### config.mk
export PLATFORM = sky130hd
export DESIGN_NAME = seg7_scan_driver
export DESIGN_NICKNAME = d
export VERILOG_FILES = /design/src/rtl/seg7_scan_driver.sv
export SDC_FILE = /design/constraint.sdc
export NUM_CORES = 1
export LEC_CHECK = 0
export CORE_ASPECT_RATIO = 0.9
export CORE_MARGIN = 5
export CORE_UTILIZATION = 33
export CTS_CLUSTER_SIZE = 30
export DETAILED_ROUTE_END_ITERATION = 7
export MAX_ROUTING_LAYER = met4
export PLACE_DENSITY = 0.55
export SETUP_SLACK_MARGIN = 0.1
export SYNTH_ARGS = -nofsm -noshare
export SYNTH_HDL_FRONTEND = slang
export SYNTH_SLANG_ARGS = --single-unit
### constraint.sdc
create_clock -name clk -period 3.5 [get_ports clk]
set_clock_uncertainty 0.2 [all_clocks]
set_input_delay 1.05 -clock clk [delete_from_list [all_inputs] [get_ports clk]]
set_output_delay 1.05 -clock clk [all_outputs]
set_load 0.02 [all_outputs]
### src/rtl/seg7_scan_driver.sv
// Time-multiplexed 7-segment driver: refresh prescaler, frame-synchronous double buffer, per-slot blanking.
// Optional build macro LEADING_ZERO_BLANK_EN blanks leading "0" glyphs at commit time.
module seg7_scan_driver #(
    parameter int DIGITS      = 2,
    parameter int REFRESH_DIV = 50000,
    parameter int BLANK_CYC   = 500
) (
    input  logic                  clk,
    input  logic                  rst,
    input  logic [7*DIGITS-1:0]   pattern_i,
    input  logic                  load_i,
    output logic [6:0]            seg_n,
    output logic [DIGITS-1:0]     an_n,
    output logic                  frame_o,
    output logic                  updated_o
);

    localparam int W  = 7 * DIGITS;
    localparam int PW = (REFRESH_DIV > 2) ? $clog2(REFRESH_DIV) : 1;
    localparam int IW = $clog2(DIGITS);
    localparam logic [PW-1:0] PRE_LAST  = PW'(REFRESH_DIV - 1);
    localparam logic [PW-1:0] BLANK_END = PW'(BLANK_CYC);
    localparam logic [IW-1:0] IDX_LAST  = IW'(DIGITS - 1);

    logic [PW-1:0] presc_r;
    logic [IW-1:0] idx_r;
    logic [W-1:0]  pend_r;
    logic          pend_valid_r;
    logic [W-1:0]  disp_r;
    logic          tick_s;
    logic          frame_tick_s;
    logic          commit_s;
    logic [W-1:0]  commit_data_s;
    logic [DIGITS-1:0] sel_s;
    logic [6:0]    glyph_s;
    logic [6:0]    seg_nxt_s;
    logic [DIGITS-1:0] an_nxt_s;

    // Leading "0" glyphs above digit 0 become blank; the scan stops at the first other glyph.
    function automatic logic [W-1:0] lz_blank(input logic [W-1:0] p);
`ifdef LEADING_ZERO_BLANK_EN
        logic [W-1:0] res;
        logic         run;
        res = p;
        run = 1'b1;
        for (int k = DIGITS - 1; k >= 1; k--) begin
            if (run && (p[7*k +: 7] == 7'b0000001)) begin
                res[7*k +: 7] = 7'h7F;
            end else begin
                run = 1'b0;
            end
        end
        return res;
`else
        return p;
`endif
    endfunction

    // Slot tick, frame boundary and commit selection (a load on the boundary tick wins over pending).
    always_comb begin
        tick_s        = (presc_r == PRE_LAST);
        frame_tick_s  = tick_s && (idx_r == IDX_LAST);
        commit_s      = 1'b0;
        commit_data_s = pend_r;
        if (frame_tick_s && load_i) begin
            commit_s      = 1'b1;
            commit_data_s = pattern_i;
        end else if (frame_tick_s && pend_valid_r) begin
            commit_s      = 1'b1;
            commit_data_s = pend_r;
        end else begin
            commit_s      = 1'b0;
            commit_data_s = pend_r;
        end
    end

    // Refresh prescaler and slot index.
    always_ff @(posedge clk or posedge rst) begin
        if (rst) begin
            presc_r <= '0;
            idx_r   <= '0;
        end else if (tick_s) begin
            presc_r <= '0;
            idx_r   <= (idx_r == IDX_LAST) ? '0 : idx_r + 1'b1;
        end else begin
            presc_r <= presc_r + 1'b1;
        end
    end

    // Pending/display double buffer with frame-boundary commit.
    always_ff @(posedge clk or posedge rst) begin
        if (rst) begin
            pend_r       <= '1;
            pend_valid_r <= 1'b0;
            disp_r       <= '1;
            frame_o      <= 1'b0;
            updated_o    <= 1'b0;
        end else begin
            frame_o   <= frame_tick_s;
            updated_o <= commit_s;
            if (load_i) begin
                pend_r <= pattern_i;
            end
            if (commit_s) begin
                disp_r       <= lz_blank(commit_data_s);
                pend_valid_r <= 1'b0;
            end else if (load_i) begin
                pend_valid_r <= 1'b1;
            end
        end
    end

    // Select the glyph of the active slot; outside the blank interval drive it with its anode.
    always_comb begin
        glyph_s = 7'h7F;
        for (int k = 0; k < DIGITS; k++) begin
            sel_s[k] = (idx_r == IW'(k));
            glyph_s  = glyph_s & (disp_r[7*k +: 7] | {7{~sel_s[k]}});
        end
        if (presc_r < BLANK_END) begin
            an_nxt_s  = '1;
            seg_nxt_s = 7'h7F;
        end else begin
            an_nxt_s  = ~sel_s;
            seg_nxt_s = glyph_s;
        end
    end

    // Registered segment and anode outputs.
    always_ff @(posedge clk or posedge rst) begin
        if (rst) begin
            seg_n <= 7'h7F;
            an_n  <= '1;
        end else begin
            seg_n <= seg_nxt_s;
            an_n  <= an_nxt_s;
        end
    end

endmodule

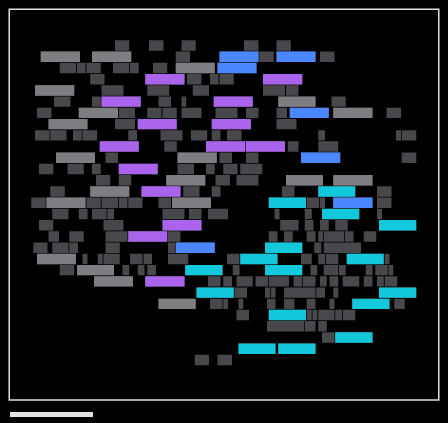
ff_map.png
Bar = 20 µm. Other sequential cells in the stronger gray, the rest of the logic in the fainter gray.
| color | name in the netlist | placed flops |
|---|---|---|
| blue | seg_n | 7 |
| cyan | presc_r | 16 |
| purple | disp_r | 14 |
not colored: 20

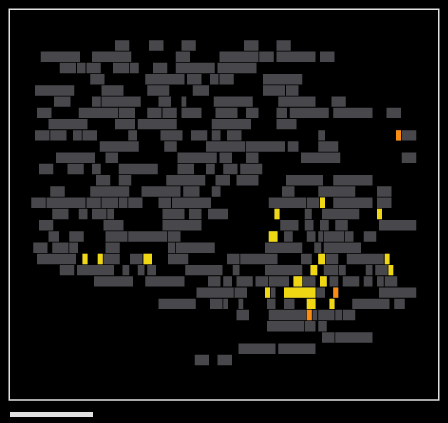
gates.png
Bar = 20 µm.
| color | family | cells | most used |
|---|---|---|---|
| orange | inv cells | 3 | inv_1 |
| yellow | nor cells | 17 | nor2_1 |

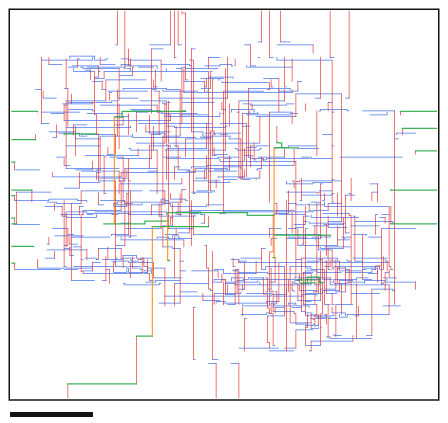
layers.png
Bar = 20 µm.
| color | layer | wire length |
|---|---|---|
| green | M3 | 208 µm |
| blue | M1 | 2710 µm |
| red | M2 | 2240 µm |
| orange | M4 | 90.4 µm |

==> out/results.ini <==
[drt]
drtIter0Drc=77
drtPass1Iterations=4
post_drt_wl_per_cell_um=15.9
drtAntennaViolNets=0
wl_met1_um=2710
routed.top_layer=met4
viasPerCell=4.93
routed_wirelength_um=5250
vias=1632
drc=0
met3_length_um=208
wl_met2_um=2240

[pwr]
power_leakage_nw=1.31
peakVddDrop_v=0.000223
p_per_area_nw_per_um2=438

[clock_network]
cts.sink_count=57
h-tree-depth=3
clockBufferDepth=2
postCtsResizedCells=0
clk_pin_slew_worst_paths_ns=0.06
hold_buffers=0
cts_root_buffer=clkbuf_8
clock_latency_ns=0.34
post_cts_buffers=0
cts_tree=yes
numCtsBuffers=9

[synth]
yosysTopAreaCell=dfstp_2
netlist_top_cells_count=dfstp_2 (37), dfrtp_1 (20), nand2b_1 (16)
syn-cell-area_um2=2600
ff_type=dfstp_2
syn-num-nets=215
top_area_share_pct=37.3
edf_count=0
most_common_cell=dfstp_2
synthArstFlopShare_pct=100
syn_inst=197
ys_cells=197
ys_top_cells_by_area=dfstp_2 (37%), dfrtp_1 (19%), mux2_2 (6.1%)
ys_seq_share_pct=56.6
synth_flops=57
synth_cell_type_count=40
ys_chip_area_um2=2600
yosysWarnings=0
avgSynthCellArea_um2=13.2

[worst_setup_path]
critPathLaunchType=flop
worstPathArrival_ns=1.45
path_cells=clkdlybuf4s50_1
cp_slowest_cell=clkdlybuf4s50_1
cp_top_family=buffers and inverters
max_stage_delay_ns=0.59
cp-end-kind=output port
cp.required_ns=2.25
crit_fanout=1
crit_type=flop to output port
cp.buffers_inverters=1

[placed_design]
dp.cells=315
dp_slack_ns=0.885
port_buffers=27
place_hpwl_um=3430
gp_congestion=0.736

[sta]
fmax_mhz=371
final.setup.tns_ns=0
rsz0062_at_grt=no
setup_viol=0
tightest_slew_ns=0.756
layout_setup_ws_ns=0.804
relSlewSlack_pct=49.6
hold_viol_final=0
drv_slew=0
period_needed_ns=2.70
fin_crit_sh_pct=77.0

[final_layout]
layout.cells.non_filler=331
final_util_pct=41.6
drive_gt1_share_pct=35.3
area_growth_syn_to_layout_pct=21.7
layout.nets=248
num_antenna_cells=0

[floorplan]
chipHeight_um=94.3
ios=28
rows=30
die_area_um2=9770
die_x_um=104
initCoreUtil_pct=34.2

[flow_run]
warning_count=26
drv_cap=0

[grt]
grt_pass1_vias=1661
antenna_found_initial=0
grtUsageTotal_pct=11.8
grt_max_degree=30
grt_first_pass_wirelength_um=8800
grt.overflow.total=0

[run_status]
outcome=completed

[min_path]
hold_path_class=flop to flop

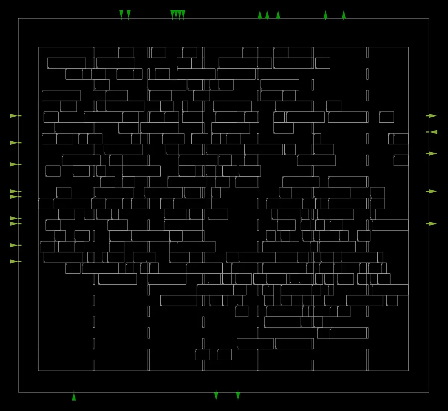
placed.png
# Taps: 96
total core area: 7620 µm²
flop share of the area: 46.5%
fill cell count: 732

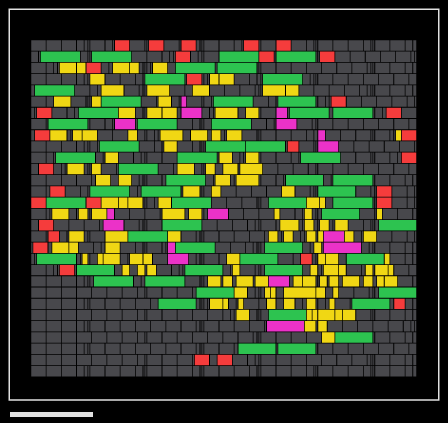
class_map.png
Bar = 20 µm. Fill, decap, tap and diode cells in gray.
| color | class | cells | share of their area |
|---|---|---|---|
| yellow | remaining logic cells | 131 | 35% |
| magenta | clock drivers and dummy loads | 16 | 6.6% |
| red | remaining buffers and delay cells | 31 | 9.8% |
| green | registers | 57 | 48% |

[stage by stage]
stage                     total power [mW]  instance area [µm²]  hold WS (ns)
after global routing                  1.45                 3170         0.302
after global placement               0.794                 2970         0.277
after CTS                             1.41                 3170         0.287
after detailed placement             0.795                 2970         0.279
final                                 1.39                 3170         0.281
after floorplan                      0.759                 2600         0.255
[routing by layer]
metal | global-route usage (%) | vias up
met4 | 5.79 | 0
met2 | 16.3 | 35
met1 | 15.7 | 810
li1 | - | 776
met3 | 3.64 | 11
met5 | - | -
[logic make-up after synthesis]
kind of cell	count (synthesis)	share of synthesized area, %
xor+xnor	13	4.37
fa+ha+maj	1	0.480
simple gates	60	13.8
buf+inv	12	2.55
flops	57	56.6
compound gates	27	11.2
mux	27	11.1
[layout make-up]
| type | instances | area [µm²] |
|---|---|---|
| clock inverters | 4 | 22.5 |
| clock buffers | 12 | 178 |
| flip-flops and latches | 57 | 1470 |
| inverters | 3 | 11.3 |
| well taps | 96 | 120 |
| repair buffers | 31 | 300 |
| fillers | 732 | 4450 |
| multi-input cells | 128 | 1060 |
[power breakdown]
group	switching, mW	internal [mW]
combinational	0.0401	0.0478
clock	0.265	0.339
sequential	0.00613	0.688
total	0.311	1.08
[cells in the final DEF (no fill, tap or decap), types with 3 or more instances in the layout]
cell             netlist  layout
nand3_1                9       9
xor2_1                 6       6
buf_4                  1       4
clkinv_2               0       3
dfstp_2               37      37
nand4_1                4       4
nand2_1                5       5
nor2_1                 9       9
a2bb2oi_1              4       4
o22a_1                 7       7
clkbuf_8               0       9
a2bb2oi_2              9       9
mux2i_1               13      13
nand2b_1              16      16
xnor2_1                7       7
clkdlybuf4s50_1        0      27
mux2_2                14      14
dfrtp_1               20      20
nor3_1                 3       3
[registers in the layout, indices dropped and copies added, names as in the netlist]
register	flops
presc_r	16
disp_r	14
pend_r	14
seg_n	7
an_n	2
frame_o	1
idx_r	1
pend_valid_r	1
updated_o	1
[final timing paths]
check | startpoint | to | slack [ns] | cells past startpoint
worst max-delay path | seg_n[6]$_DFF_PP1_ | seg_n[6] | 0.80 | 1
worst max register to register | presc_r[13]$_DFF_PP0_ | disp_r[10]$_DFFE_PP1P_ | 1.01 | 4
max in group asynchronous | rst | disp_r[0]$_DFFE_PP1P_ | 1.48 | 3
worst min register to register | presc_r[0]$_DFF_PP0_ | presc_r[0]$_DFF_PP0_ | 0.28 | 1
worst min-delay path | presc_r[0]$_DFF_PP0_ | presc_r[0]$_DFF_PP0_ | 0.28 | 1
min in group asynchronous | rst | updated_o$_DFF_PP0_ | 0.91 | 2
Power and IR drop assume default switching activity.
